## src/rtl/piso_pkg.sv

```systemverilog
// ---------------------------------------------------------------------------
// piso_pkg
// Shared constants and helpers for the parallel-in/serial-out shift register.
//   PISO_DEFAULT_N : default word width
//   cnt_width(n)   : width of a counter that must hold the values 0..n
// ---------------------------------------------------------------------------
package piso_pkg;

    localparam int PISO_DEFAULT_N = 4;

    // A counter that holds 0..n needs $clog2(n+1) bits (n itself must fit).
    function automatic int cnt_width(input int n);
        return $clog2(n + 1);
    endfunction

endpackage : piso_pkg

```

## src/rtl/piso_bit_counter.sv

```systemverilog
// ---------------------------------------------------------------------------
// piso_bit_counter
// Counts the bits of the captured word that have not been emitted yet.
// A load sets the count to N. Each non-load edge decrements it, and it
// stops at zero.
// Ports:
//   clk     in   1   rising-edge clock
//   rst     in   1   asynchronous, active-low reset
//   load    in   1   reload the count to N on this edge
//   bit_cnt out  CW  bits still to be emitted
//   busy    out  1   high while bit_cnt != 0
// ---------------------------------------------------------------------------
module piso_bit_counter
    import piso_pkg::*;
#(
    parameter int N = PISO_DEFAULT_N,
    localparam int CW = cnt_width(N)
) (
    input  logic          clk,
    input  logic          rst,
    input  logic          load,
    output logic [CW-1:0] bit_cnt,
    output logic          busy
);

    always_ff @(posedge clk or negedge rst) begin
        if (!rst) begin
            bit_cnt <= '0;
        end else if (load) begin
            bit_cnt <= CW'(N);
        end else if (bit_cnt != '0) begin
            bit_cnt <= bit_cnt - CW'(1);
        end
    end

    assign busy = (bit_cnt != '0);

endmodule : piso_bit_counter

```

## src/rtl/piso_shift_reg.sv

```systemverilog
// ---------------------------------------------------------------------------
// piso_shift_reg
// N-bit parallel-in/serial-out shift register. A load edge captures
// parallel_in. Every other edge shifts one position toward the output end.
// The output bit is taken straight from shift_reg, so the first bit is
// visible right after the load edge.
//
// There is no valid/ready handshake. The register shifts freely whenever
// load is low. The downstream side samples serial_out once per clock, and
// busy/bit_cnt report how many bits of the current word remain.
//
// Parameters:
//   N          word width (N >= 2)
//   MSB_FIRST  1: shift toward MSB, serial_out = shift_reg[N-1]
//              0: shift toward LSB, serial_out = shift_reg[0]
// Ports:
//   clk          in   1   rising-edge clock
//   rst          in   1   asynchronous, active-low reset
//   load         in   1   capture parallel_in on this edge
//   serial_in    in   1   fill bit for chaining (only with PISO_CHAIN_IN_EN)
//   parallel_in  in   N   word to serialize
//   serial_out   out  1   current output bit
//   busy         out  1   loaded bits remain unsent
//   bit_cnt      out  CW  bits still to be emitted, CW = $clog2(N+1)
// Configuration macro:
//   PISO_CHAIN_IN_EN  when defined, adds serial_in. Each shift fills the
//                     vacated position from serial_in. Otherwise the fill
//                     bit is 0.
// ---------------------------------------------------------------------------
module piso_shift_reg
    import piso_pkg::*;
#(
    parameter int N         = PISO_DEFAULT_N,
    parameter bit MSB_FIRST = 1'b1,
    localparam int CW       = cnt_width(N)
) (
    input  logic          clk,
    input  logic          rst,
    input  logic          load,
`ifdef PISO_CHAIN_IN_EN
    input  logic          serial_in,
`endif
    input  logic [N-1:0]  parallel_in,
    output logic          serial_out,
    output logic          busy,
    output logic [CW-1:0] bit_cnt
);

    logic [N-1:0] shift_reg;
    logic [N-1:0] shifted;
    logic         fill;

`ifdef PISO_CHAIN_IN_EN
    // Daisy-chain: the upstream register's serial_out feeds in here.
    assign fill = serial_in;
`else
    assign fill = 1'b0;
`endif

    generate
        if (MSB_FIRST) begin : g_msb_first
            assign shifted    = {shift_reg[N-2:0], fill};
            assign serial_out = shift_reg[N-1];
        end else begin : g_lsb_first
            assign shifted    = {fill, shift_reg[N-1:1]};
            assign serial_out = shift_reg[0];
        end
    endgenerate

    // Shifting continues after the word has drained. The register then
    // fills entirely with the fill bit, which keeps serial_out at the
    // idle level (or passes chain data through).
    always_ff @(posedge clk or negedge rst) begin
        if (!rst) begin
            shift_reg <= '0;
        end else if (load) begin
            shift_reg <= parallel_in;
        end else begin
            shift_reg <= shifted;
        end
    end

    piso_bit_counter #(
        .N (N)
    ) u_bit_counter (
        .clk     (clk),
        .rst     (rst),
        .load    (load),
        .bit_cnt (bit_cnt),
        .busy    (busy)
    );

endmodule : piso_shift_reg

```

## config.mk

```make
export PLATFORM = sky130hd
export DESIGN_NAME = piso_shift_reg
export DESIGN_NICKNAME = d
export VERILOG_FILES = /design/src/rtl/piso_pkg.sv /design/src/rtl/piso_bit_counter.sv /design/src/rtl/piso_shift_reg.sv
export SDC_FILE = /design/constraint.sdc
export NUM_CORES = 1
export LEC_CHECK = 0
export ABC_AREA = 1
export CAP_MARGIN = 20
export CORE_AREA = 2 2 39 41
export DETAILED_ROUTE_END_ITERATION = 8
export DIE_AREA = 0 0 41 43
export GPL_ROUTABILITY_DRIVEN = 0
export PLACE_DENSITY = 0.52
export SLEW_MARGIN = 20
export SYNTH_ARGS = -nofsm -noshare
export SYNTH_HDL_FRONTEND = slang
export SYNTH_SLANG_ARGS = --single-unit
export TNS_END_PERCENT = 1
```

## constraint.sdc

```tcl
create_clock -name clk -period 1.1 [get_ports clk]
set_clock_uncertainty 0.15 [all_clocks]
set_input_delay 0.22 -clock clk [delete_from_list [all_inputs] [get_ports clk]]
set_output_delay 0.22 -clock clk [all_outputs]
set_load 0.01 [all_outputs]
```

Fig. 1: run 1, wiring by layer
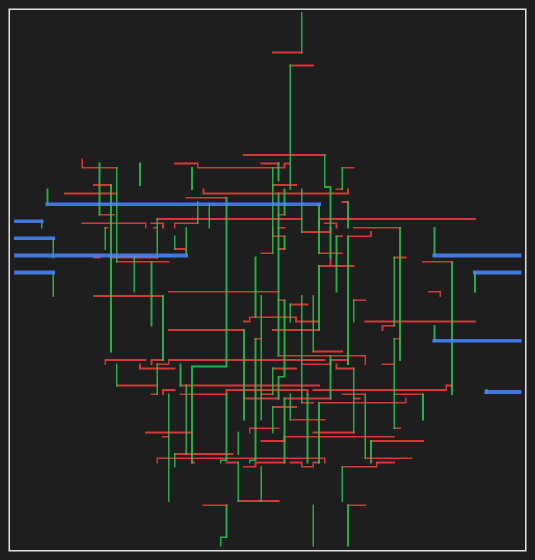
Key: met2 = green [wire length 339 um]; met1 = red [wire length 333 um]; met3 = blue [wire length 63.0 um]
DR vias: 330
Total Routed Length: 734 um
Wirelength per Cell: 9.06 um

Fig. 2: run 1, routed metal per tile
The die is cut into 8 by 9 equal tiles; black is low, pale yellow is high, scaled to the fullest tile. Values are wire area over tile area, all layers added.
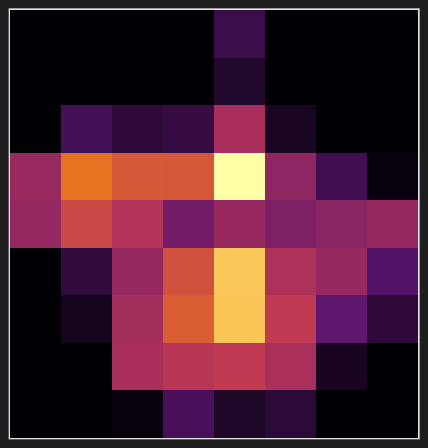
The emptiest ninth of the die: top right. 38% of the tiles are nearly empty. The mean over all tiles is 0.068.
gr usage total: 11.2%

Fig. 3: run 1, cells coloured by class
Scale bar: 10 um. Fill, decap, tap and diode cells in grey.
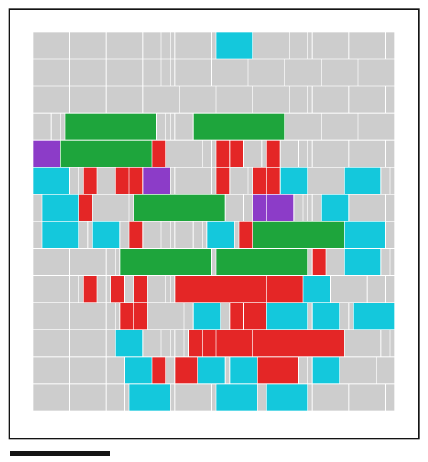
Key: flip-flops = green [cells 7]; clock drivers and dummy loads = purple [cells 4]; all other logic = red [cells 30]; other buffers and delay cells = cyan [cells 24]
core area: 1380 um^2
final core occ: 44.8%
row cnt: 14
Design Area, Final: 619 um^2

Fig. 4: run 1, metal 1
Supply wires on this layer in grey.
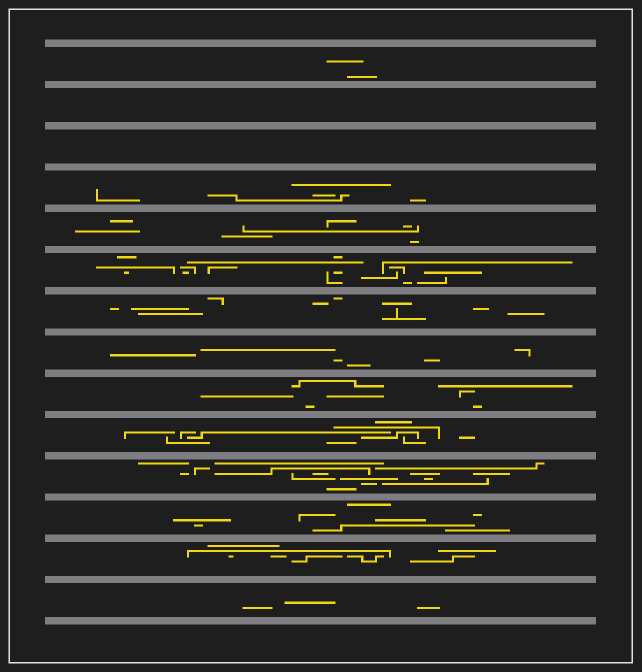
The wires run mostly horizontal. The longest straight run is 13.3 um.

==> run 1: cell families after synthesis <==
family	after synthesis	synth area share, %
flops	7	56.0
simple gates	22	28.8
buf+inv	6	7.20
fa+ha+maj	2	8.00
==> run 1: per-stage QoR <==
| step | setup slack, ns | area (um^2) | hold slack, ns |
|---|---|---|---|
| floorplan | -0.00144 | 338 | -0.226 |
| global placement | -0.424 | 536 | 0.272 |
| detailed placement | -0.423 | 536 | 0.283 |
| CTS | -0.298 | 601 | 0.0807 |
| global route | -0.331 | 619 | 0.0856 |
| finish | -0.284 | 619 | 0.0770 |
==> run 1: cells in the mapped netlist, drive strengths merged <==
library cell	n
nand4	2
nand3	2
nand2	15
inv	6
dfrtp	7
nor2	3
ha	2
==> run 1: area by class of cell <==
type	instances	share of cell area, %
repair buffers	24	35.2
flip-flops and latches	7	28.3
multi-input cells	24	25.5
clock buffers	4	4.24
inverters	6	3.64
well taps	16	3.23
==> run 1: per-layer routing <==
layer / global-route usage [%] / wire length, um / up-vias
met1: 14.2 / 332 / 150
li1: - / - / 169
met3: 7.85 / 63 / 0
met4: 2.00 / 0 / 0
met5: 0 / 0 / -
met2: 15.6 / 339 / 11
==> run 1: final timing paths <==
kind | slack, ns | endpoint | depth (start not counted)
setup / recovery | -0.28 | busy | 4
hold / removal | 0.08 | u_bit_counter.bit_cnt[0] | 1
setup reg to reg | -0.15 | u_bit_counter.bit_cnt[1] | 7
hold reg to reg | 0.29 | shift_reg[1] | 2
max in group asynchronous | 0.49 | u_bit_counter.bit_cnt[2] | 1
min in group clk | 0.29 | shift_reg[1] | 2
==> run 1: repair_timing <==
action | CTS | global route
gates resized | 26 | 3
endpoints found under the setup margin | 8 | 8
setup buffers | 4 | 0
pin swaps | 4 | 1
==> notes.md, run 1 <==
yosys + openroad results -> run status finished, violations left, failing checks negative setup slack, syn nets 46, cell internal pwr 0.933 mW, Yosys top cell by area dfrtp_1, CP Cell Sequence inv_2 > ha_4 > nand2_4 > buf_6, die height 43 um, CTS clk-pin slew, worst paths 0.05 ns, reg-to-reg startpoint u_bit_counter.bit_cnt[0], tool warnings 30, Initial DRC Count 3, post-placement cell count 73, Critical Path AT 1.01 ns, combinational share of power 58.8%, Setup TNS -1.18 ns, Commonest Layout Cell nand2_1, CP delay by family, top flip-flops, HPWL Detailed 543 um, slew margin rel. 79.2%, Seq/Total Area, Yosys 56.0%, Final Cycle Share 126%, CP max-delay cell dfrtp_1, max reg flops 4, LEAKAGE 0.327 nW, Finish-stage setup viols 7, largest net degree at the start of global routing 8, Power Combinational 0.816 mW, #FFs+latches synth 7, Layout Nets 75, PortBufs 11, Pwr top combinational cells, post-route setup slack -0.284 ns, Max Cap Violations 0, final hold violations 0, Die Span X 41 um, Tmin final 1.38 ns, layout cells sized above 1 46.2%, Ant. Diodes 0
Fig. 5: run 1, placement view
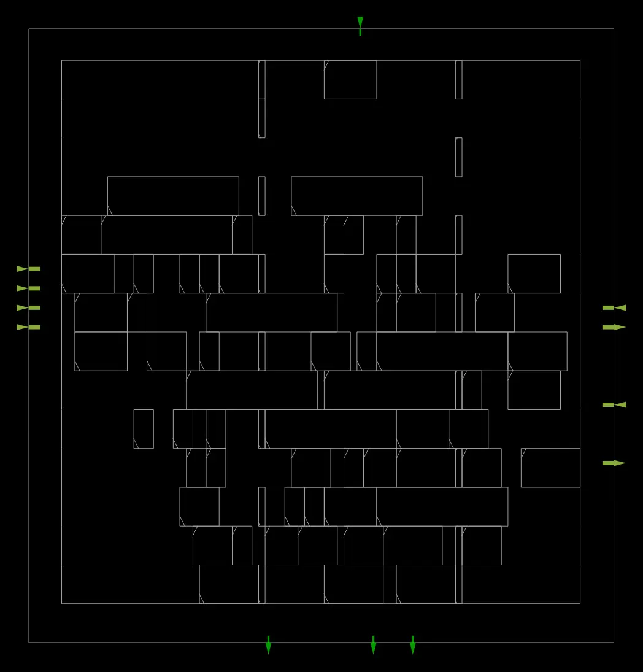

## Run 2: what changed since run 1
--- a/config.mk
+++ b/config.mk
@@ -12,6 +12,7 @@
 export DIE_AREA = 0 0 41 43
 export GPL_ROUTABILITY_DRIVEN = 0
 export PLACE_DENSITY = 0.52
+export SKIP_CTS_REPAIR_TIMING = 1
 export SLEW_MARGIN = 20
 export SYNTH_ARGS = -nofsm -noshare
 export SYNTH_HDL_FRONTEND = slang
Fig. 6: run 2, placement view
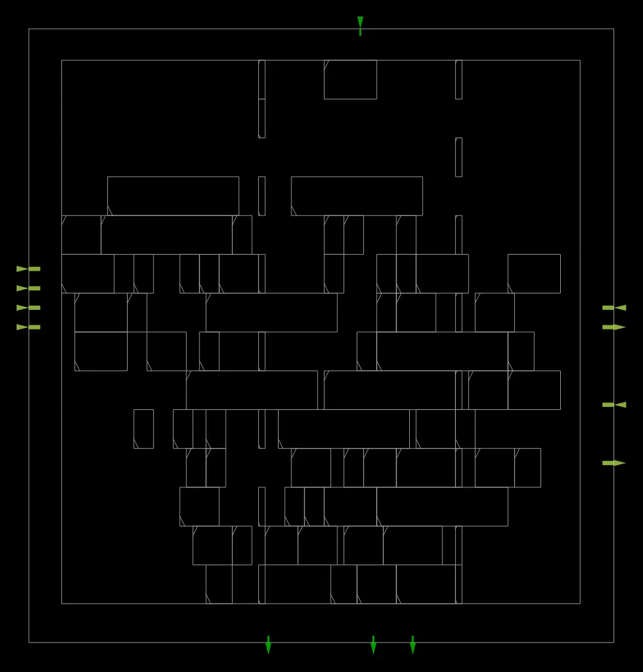
Flops: 7
Final Non-Filler Cells: 80

==> run 2 against run 1 <==
  * The flow still finishes with violations (negative setup slack)
  * Critical path type unchanged
  * Clock power barely moved
  * Register-to-register slack barely moved
  * Clock-buffer cell count did not move
  * Critical endpoint unchanged
  * Via count fell by 2.1%
  * Maximum frequency fell by 0.13%
  * Hold slack improved by 0.0043 ns
  * Sequential power barely moved
  * Routed wire length rose by 1.2%
  * Largest cell class unchanged
  * Synthesized cell count did not move
==> notes.md, run 2 <==
yosys + openroad results -> slew margin rel. 78.8% (-0.38 points), Wirelength per Cell 9.29 um (+2.5%), tool warnings 29 (-3.3%), max reg flops 4 (unchanged), Post-synth ARST share 100% (unchanged), DR vias 323 (-2.1%), hold_ws 0.0813 ns (+0.00428 ns), die height 43 um (unchanged), Total Routed Length 743 um (+1.2%), HPWL Detailed 543 um (unchanged), Max Cap Violations 0 (unchanged), gr usage total 10.6% (-0.61 points), Critical Path AT 1.02 ns (about the same), Finish-stage setup viols 7 (unchanged), Initial DRC Count 4 (+1), Placement Cell Area 536 um^2 (unchanged), layout cells sized above 1 45.3% (-0.84 points), CTS clk-pin slew, worst paths 0.05 ns (about the same), Post-synth EDFFs 0 (unchanged), syn nets 46 (unchanged), run status finished, violations left, LEAKAGE 0.314 nW (-3.7%), failing checks negative setup slack, most frequent cell after synthesis nand2_1, Seq/Total Area, Yosys 56.0% (unchanged), CP max-delay cell dfrtp_1, post-route setup slack -0.286 ns (-0.00174 ns), CP Cell Sequence inv_2 > ha_4 > nand2_4 > buf_6, reg-to-reg startpoint u_bit_counter.bit_cnt[0], Layout Nets 74 (-1.3%), Design Area, Final 587 um^2 (-5.3%), synth cell count leaders nand2_1 (15), dfrtp_1 (7), inv_1 (5), Setup TNS -1.22 ns (-0.0353 ns)
-- run 2: cell counts after synthesis --
No cell type changed its count.
-- run 2: logic make-up after synthesis --
logic type,after synthesis,share of synthesized area [%]
adder cells (fa/ha/maj),2,8.00
buffers and inverters,6,7.20
flip-flops,7,56.0
AND/OR/NAND/NOR,22,28.8
-- run 2: per-layer routing --
layer  wire [um]  vias up  part of all wire, %  track usage (%)
li1            -      165                    -                -
met1         336      148                   45             13.2
met2         348       10                   47             14.7
met3          58        0                  7.8             7.85
met4           0        0                    0             2.00
met5           0        -                    0                0
-- run 2: area by class of cell --
cell class                      instances  area [um^2]  share of cell area, %
Timing Repair Buffer                   23          185                   31.6
Inverter                                6         22.5                   3.84
Tap cell                               16         20.0                   3.41
Multi-Input combinational cell         24          158                   26.9
Sequential cell                         7          175                   29.9
Clock buffer                            4         26.3                   4.48
-- run 2: final timing paths --
path                                             to  slack (ns)  cells after the start
max                                            busy       -0.29                      4
min                        u_bit_counter.bit_cnt[0]        0.08                      1
max reg2reg                u_bit_counter.bit_cnt[1]       -0.16                      7
min reg2reg                            shift_reg[1]        0.29                      2
max in group asynchronous  u_bit_counter.bit_cnt[2]        0.48                      1
min in group clk                       shift_reg[1]        0.29                      2
-- run 2: worst max-delay path, delay by kind of cell (launching register included) --
family	cells	cell delay, ns
flops	1	0.39
buf+inv	2	0.19
simple gates	1	0.04
fa+ha+maj	1	0.14
-- run 2: report_power, final --
part	switching (mW)	internal, mW
Clock	0.0896	0.138
Sequential	0.0314	0.312
Combinational	0.321	0.414
-- run 2: metrics by stage --
step,cells,total power [mW],utilization (%)
floorplan,37,0.647,-
global placement,73,1.01,38.7
detailed placement,73,1.01,38.7
CTS,77,1.25,40.6
global route,80,1.41,42.4
finish,80,1.31,42.4
Fig. 7: run 2, metal 1
Supply wires on this layer in grey.
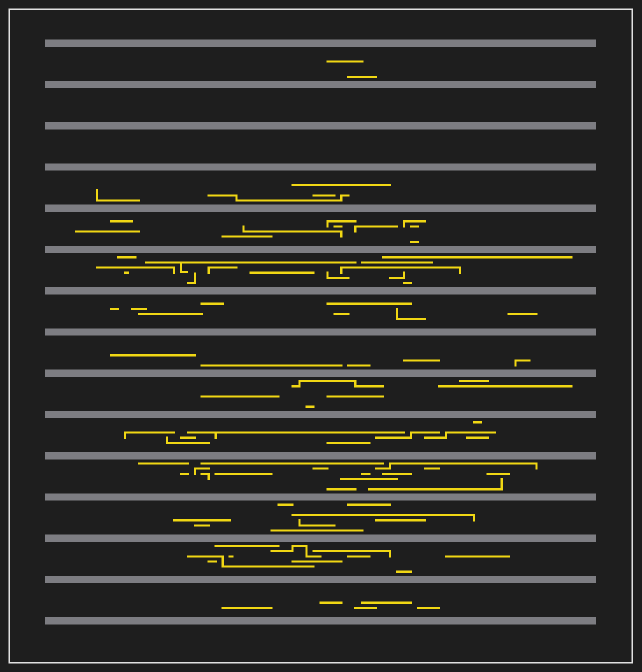

## Run 3: what changed since run 2
--- a/config.mk
+++ b/config.mk
@@ -11,7 +11,7 @@
 export DETAILED_ROUTE_END_ITERATION = 8
 export DIE_AREA = 0 0 41 43
 export GPL_ROUTABILITY_DRIVEN = 0
-export PLACE_DENSITY = 0.52
+export PLACE_DENSITY = 0.59
 export SKIP_CTS_REPAIR_TIMING = 1
 export SLEW_MARGIN = 20
 export SYNTH_ARGS = -nofsm -noshare
Fig. 8: run 3, metal 1
Supply wires on this layer in grey.
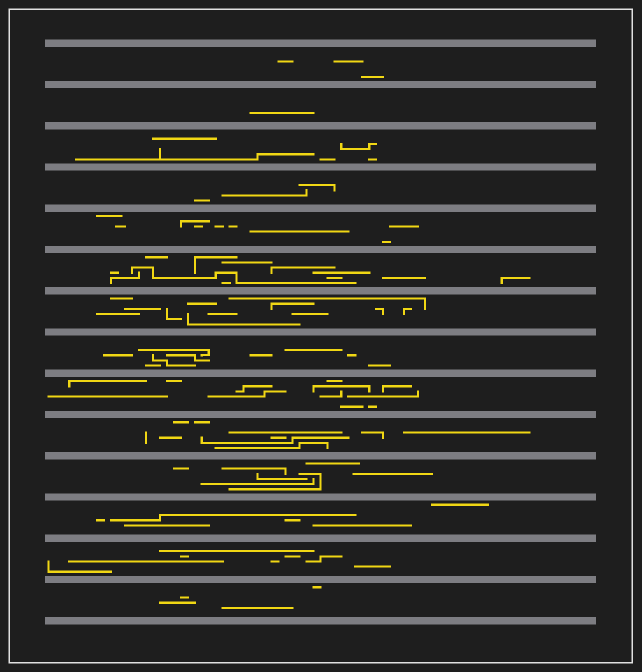
The longest straight run is 12.9 um. The layer carries 347 um of wire. 63 nets have wire on it. The wires run mostly horizontal. The layer holds 41% of the routed length.
Total Routed Length: 838 um
DR vias: 337
M1 GR Usage: 14.0%

==> run 3 against run 2 <==
  * The flow still finishes with violations (negative setup slack)
  * Critical path depth stayed put
  * Flip-flop count unchanged
  * Register-to-register slack worse by 0.02 ns
  * Total power rose by 6.6%
  * Setup slack worse by 0.020 ns
  * Combinational power up 9.9%
  * Non-clock buffer count increased by 3
  * Sequential power hardly changed
  * Clock-buffer cell count unchanged
  * Maximum frequency shrank 1.4%
  * Largest cell class unchanged
  * Highest routed layer unchanged
==> notes.md, run 3 <==
yosys + openroad results -> hold_ws 0.0857 ns (+0.00434 ns), Post-synth ARST share 100% (unchanged), die height 43 um (unchanged), post-placement cell count 73 (unchanged), Layout Nets 77 (+4.1%), HPWL Detailed 546 um (+0.61%), syn nets 46 (unchanged), Post-synth EDFFs 0 (unchanged), slew margin rel. 77.1% (-1.7 points), Placement Cell Area 536 um^2 (unchanged), Initial DRC Count 4 (unchanged), tool warnings 29 (unchanged), gr usage total 10.3% (-0.29 points), Max Cap Violations 0 (unchanged), Finish-stage setup viols 7 (unchanged), CP bufs+invs 2 (unchanged), LEAKAGE 0.329 nW (+4.7%), run status finished, violations left, r2r setup slk -0.18 ns (-0.02 ns), Power Total 1.39 mW (+6.6%), post-route setup slack -0.306 ns (-0.0197 ns), Syn Area/Cell 8.45 um^2, CP max-delay cell dfrtp_1, most frequent cell after synthesis nand2_1, CP Cell Sequence inv_2 > ha_4 > nand2_4 > buf_6, die area 1760 um^2, CTS clk-pin slew, worst paths 0.06 ns (about the same), worst flop-to-flop path endpoint u_bit_counter.bit_cnt[0], clock sinks 7, R2R depth 6 (-1), grt ovf 0, Final Non-Filler Cells 83 (+3.8%), Yosys Warn Count 0, Design Area, Final 612 um^2 (+4.3%), reg-to-reg startpoint u_bit_counter.bit_cnt[0], area delta synth->final 95.6%, layout cells sized above 1 49.3% (+3.9 points), max reg flops 4 (unchanged), CP delay by family, top flip-flops, Seq/Total Area, Yosys 56.0% (unchanged), Critical Path AT 1.04 ns (+0.02 ns), initial antenna violation count 0, Final Cycle Share 128%, failing checks negative setup slack
run 3: cell counts after synthesis:
No cell type changed its count.
run 3: layout make-up:
class | instances | area, um^2
Inverter | 6 | 22.5
Multi-Input combinational cell | 24 | 160
Sequential cell | 7 | 175
Timing Repair Buffer | 26 | 208
Fill cell | 147 | 772
Clock buffer | 4 | 26.3
Tap cell | 16 | 20.0
run 3: per-layer routing:
metal	vias to the layer above	track usage (%)	part of all wire [%]
met5	-	0	0
met4	0	6.00	0
met3	0	3.14	4.2
met2	8	14.1	54
met1	158	14.0	41
li1	171	-	-
run 3: how the worst max path moves through the flow:
stage	start	slack, ns	to	cells past startpoint
floorplan	u_bit_counter.bit_cnt[0]	-0.001	u_bit_counter.bit_cnt[0]	5
global placement	u_bit_counter.bit_cnt[1]	-0.42	busy	4
detailed placement	u_bit_counter.bit_cnt[1]	-0.42	busy	4
CTS	u_bit_counter.bit_cnt[1]	-0.70	busy	4
global route	u_bit_counter.bit_cnt[0]	-0.34	busy	4
finish	u_bit_counter.bit_cnt[0]	-0.31	busy	4
run 3: cells by family after synthesis:
kind of cell,count (synthesis),synth area share (%)
buffers and inverters,6,7.20
DFF,7,56.0
and+or+nand+nor,22,28.8
adders and majority gates,2,8.00
run 3: stage by stage:
step	setup TNS (ns)	util [%]
2_1_floorplan	-0.00144	-
3_5_place_dp	-2.40	38.7
5_1_grt	-1.85	44.2
3_3_place_gp	-2.37	38.7
4_1_cts	-2.88	40.6
6_report	-1.54	44.2
run 3: power breakdown:
part / total [mW] / switching [mW] / internal, mW / leakage, nW
logic: 0.808 / 0.345 / 0.463 / 0.228
registers: 0.342 / 0.0308 / 0.311 / 0.0858
clock network: 0.242 / 0.103 / 0.139 / 0.0150
No activity file was given, so power comes from the tool's default toggle rates.
